### Signal wires on met2

(1.5 px per um) Cells faint in the background.
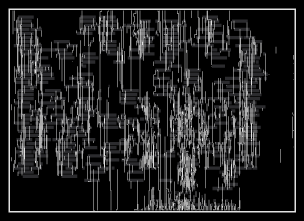
### Cell sizes after repair

(2 px per um)
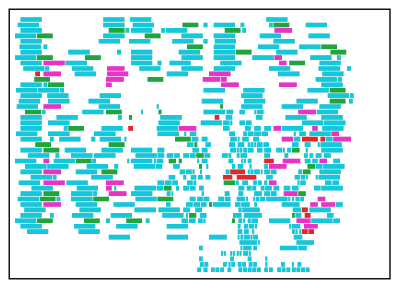
### Gate families picked out

(2 px per um)
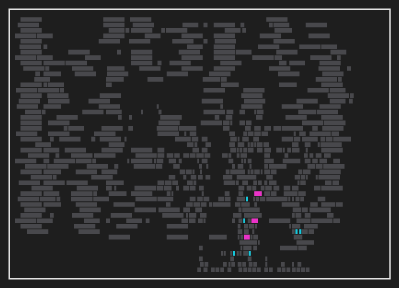
### M3 wires

(1.5 px per um)
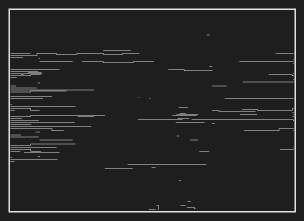
### Routing congestion

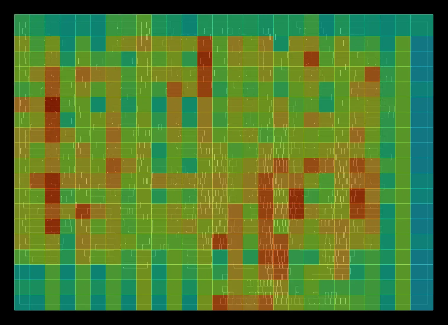
[src/rtl/dmem_resp.sv]
// Data-memory response block: posted-store write buffer in front of a single-port SRAM.
// Define DMEM_FWD_EN to forward load hits out of the write buffer instead of stalling.
module dmem_resp #(
  parameter int unsigned DEPTH  = 4,
  parameter int unsigned ADDR_W = 10
) (
  input  logic              clk,
  input  logic              rst,
  input  logic [31:0]       d_mem_w_addr,
  input  logic [31:0]       d_mem_w_data,
  input  logic              d_mem_we,
  input  logic              d_mem_oe,
  output logic [31:0]       d_mem_r_data,
  output logic              d_mem_rvalid,
  output logic              d_mem_stall,
  output logic              sram_en,
  output logic              sram_we,
  output logic [ADDR_W-1:0] sram_addr,
  output logic [31:0]       sram_wdata,
  input  logic [31:0]       sram_rdata,
  output logic              buf_empty
);

  localparam int unsigned PtrW = (DEPTH > 1) ? $clog2(DEPTH) : 1;
  localparam int unsigned CntW = PtrW + 1;

  typedef enum logic [0:0] {StIdle, StRdWait} state_e;

  state_e            state_q, state_d;
  logic [PtrW-1:0]   wr_ptr_q, wr_ptr_d;
  logic [PtrW-1:0]   rd_ptr_q, rd_ptr_d;
  logic [CntW-1:0]   count_q, count_d;
  logic [ADDR_W-1:0] buf_addr_q [DEPTH];
  logic [31:0]       buf_data_q [DEPTH];

  logic [ADDR_W-1:0] req_waddr;
  logic              is_store, is_load, full;
  logic              enq, pop, port_busy;
  logic              hit;
  logic [PtrW-1:0]   idx;
`ifdef DMEM_FWD_EN
  logic [31:0]       hit_data;
`endif

  logic unused_addr;
  assign unused_addr = ^{d_mem_w_addr[31:ADDR_W+2], d_mem_w_addr[1:0]};

  assign req_waddr = d_mem_w_addr[ADDR_W+1:2];
  assign is_store  = d_mem_we;
  assign is_load   = d_mem_oe & ~d_mem_we;
  assign full      = (count_q == CntW'(DEPTH));
  assign buf_empty = (count_q == '0);

  // Walk entries oldest to newest so the last match wins (newest data).
  always_comb begin
    hit = 1'b0;
    idx = '0;
`ifdef DMEM_FWD_EN
    hit_data = '0;
`endif
    for (int unsigned i = 0; i < DEPTH; i++) begin
      idx = rd_ptr_q + PtrW'(i);
      if ((CntW'(i) < count_q) && (buf_addr_q[idx] == req_waddr)) begin
        hit = 1'b1;
`ifdef DMEM_FWD_EN
        hit_data = buf_data_q[idx];
`endif
      end
    end
  end

  always_comb begin
    state_d      = state_q;
    d_mem_stall  = 1'b0;
    d_mem_rvalid = 1'b0;
    d_mem_r_data = '0;
    sram_en      = 1'b0;
    sram_we      = 1'b0;
    sram_addr    = '0;
    sram_wdata   = '0;
    enq          = 1'b0;
    port_busy    = 1'b0;

    unique case (state_q)
      StIdle: begin
        if (is_store) begin
          if (full) d_mem_stall = 1'b1;
          else      enq         = 1'b1;
        end else if (is_load) begin
`ifdef DMEM_FWD_EN
          if (hit) begin
            d_mem_rvalid = 1'b1;
            d_mem_r_data = hit_data;
          end else begin
`else
          if (hit) begin
            // Let the drain retire the matching stores before reading SRAM.
            d_mem_stall = 1'b1;
          end else begin
`endif
            sram_en     = 1'b1;
            sram_addr   = req_waddr;
            d_mem_stall = 1'b1;
            port_busy   = 1'b1;
            state_d     = StRdWait;
          end
        end
      end
      StRdWait: begin
        d_mem_rvalid = 1'b1;
        d_mem_r_data = sram_rdata;
        d_mem_stall  = is_store;
        state_d      = StIdle;
      end
      default: state_d = StIdle;
    endcase

    // Stores accumulate while the core keeps issuing them; the buffer drains in gaps.
    pop = ~buf_empty & ~port_busy & ~enq;
    if (pop) begin
      sram_en    = 1'b1;
      sram_we    = 1'b1;
      sram_addr  = buf_addr_q[rd_ptr_q];
      sram_wdata = buf_data_q[rd_ptr_q];
    end

    if (!rst) begin
      d_mem_stall  = 1'b0;
      d_mem_rvalid = 1'b0;
      d_mem_r_data = '0;
      sram_en      = 1'b0;
      sram_we      = 1'b0;
    end
  end

  always_comb begin
    wr_ptr_d = enq ? wr_ptr_q + PtrW'(1) : wr_ptr_q;
    rd_ptr_d = pop ? rd_ptr_q + PtrW'(1) : rd_ptr_q;
    count_d  = count_q;
    unique case ({enq, pop})
      2'b10:   count_d = count_q + CntW'(1);
      2'b01:   count_d = count_q - CntW'(1);
      default: count_d = count_q;
    endcase
  end

  always_ff @(posedge clk or negedge rst) begin
    if (!rst) begin
      state_q  <= StIdle;
      wr_ptr_q <= '0;
      rd_ptr_q <= '0;
      count_q  <= '0;
    end else begin
      state_q  <= state_d;
      wr_ptr_q <= wr_ptr_d;
      rd_ptr_q <= rd_ptr_d;
      count_q  <= count_d;
    end
  end

  // Entry storage needs no reset; validity is tracked by count and pointers.
  always_ff @(posedge clk) begin
    if (enq) begin
      buf_addr_q[wr_ptr_q] <= req_waddr;
      buf_data_q[wr_ptr_q] <= d_mem_w_data;
    end
  end

endmodule

[config.mk]
export PLATFORM = sky130hd
export DESIGN_NAME = dmem_resp
export DESIGN_NICKNAME = d
export VERILOG_FILES = /design/src/rtl/dmem_resp.sv
export SDC_FILE = /design/constraint.sdc
export NUM_CORES = 1
export LEC_CHECK = 0
export CAP_MARGIN = 20
export CORE_ASPECT_RATIO = 0.7
export CORE_MARGIN = 2
export CORE_UTILIZATION = 35
export DETAILED_ROUTE_END_ITERATION = 10
export DONT_BUFFER_PORTS = 1
export GPL_TIMING_DRIVEN = 0
export PLACE_DENSITY = 0.58
export SKIP_LAST_GASP = 1
export SLEW_MARGIN = 20
export SYNTH_ARGS = -nofsm -noshare
export SYNTH_HDL_FRONTEND = slang
export SYNTH_SLANG_ARGS = --single-unit
export TNS_END_PERCENT = 1
[constraint.sdc]
create_clock -name clk -period 5.3 [get_ports clk]
set_input_delay 1.325 -clock clk [delete_from_list [all_inputs] [get_ports clk]]
set_output_delay 1.325 -clock clk [all_outputs]
set_load 0.005 [all_outputs]
==> run summary <==
This note records the results obtained with Yosys and OpenROAD.

Status
The run finished with clean final reports.

Floorplanning
The flow inserted 318 tap cells. The initial utilization of the core area, before any placement, comes to 0.357. According to the I/O placement log, the pin count is 179.

Logic synthesis
The commonest cells after synthesis are sky130_fd_sc_hd__edfxtp_1, sky130_fd_sc_hd__mux2i_1, sky130_fd_sc_hd__and3_1, sky130_fd_sc_hd__xnor2_1, sky130_fd_sc_hd__nor2b_1. The simple-gate portion of the synthesized area is 0.0917. The cell area that synthesis handed to floorplanning was 8440 um^2. The synthesis log from Yosys contains 0 warnings. The most repeated cell in the gate-level netlist after synthesis is sky130_fd_sc_hd__edfxtp_1.

Ranked by total cell area, the synthesized netlist is headed by sky130_fd_sc_hd__edfxtp_1, sky130_fd_sc_hd__mux4_2, sky130_fd_sc_hd__mux2i_1. The post-synthesis compound-gate area fraction is 0.0307.

Detailed routing
After detailed routing, the number of remaining DRC violations is 0. The routed layout has 4,596 vias.

Layout
The fraction of cell area in sequential cells is reported as 0.546. The non-clock inverter instance count of the final layout is 6. In the layout the commonest cells are sky130_fd_sc_hd__edfxtp_1, sky130_fd_sc_hd__mux2i_1, sky130_fd_sc_hd__and3_1, sky130_fd_sc_hd__xnor2_1, sky130_fd_sc_hd__nor2b_1.

Placed design
Detailed placement finished with a half-perimeter wire length of 13,700 um.

Worst setup path
The critical path endpoint has a required time of 3.97 ns. By startpoint and endpoint, the worst setup path is classified as primary input to primary output.

Timing
Post-route period utilization is reported as 0.967. In the final timing run, aggregate negative setup slack is 0 ns.

Job
The number of maximum-capacitance violations is 0. The logs give a warning total of 54.

Pwr
The internal portion of total power is 3.45 mW. Switching power as a fraction of the total was reported as 0.336. The combinational power reported by the tool is 1.96 mW.

GRT
The number of antenna violations at the first check in global routing is 0. The remaining global-route overflow is 0. The number of global-route vias before repair was 4,706.

Clocking
The number of gates resized after CTS is 0.
-- 'Signal wires on met2' (at the start) --
- longest straight run: 68.2 um
- wire length on this layer: 8,590 um
- nets with wire on the layer: 582

-- 'Cell sizes after repair' (at the start) --
- x6 and larger: magenta (cells 39; share 6.8%)
- x1 and smaller: cyan (cells 472; share 82%)
- x2: green (cells 52; share 9.0%)
- x3 and x4: red (cells 13; share 2.3%)
final non-filler cell area: 9600 um^2
post-synthesis to final-layout area growth: 13.7%
buffers outside the clock class: 45
fin worst setup slack: 0.178 ns

-- 'Gate families picked out' (at the start) --
- non-inverting ao/oa cells: magenta (cells 3)
- inv cells: cyan (cells 6)
most frequent logic cell in the layout: sky130_fd_sc_hd__edfxtp_1
final non-filler cell total: 895

-- 'M3 wires' (at the start) --
- longest straight run: 67.6 um
- share of all routed wire: 8.2%
- nets with wire on the layer: 73
- wire length on this layer: 1,580 um
- main direction: horizontal

-- 'Routing congestion' (at the start) --
met3 track demand over resource: 0.0665
most utilized layer in the global route result: met2
DR WL/cell: 21.5 um
fraction of the core area covered by cells at the end of the flow: 0.406

Power and IR drop assume default switching activity.
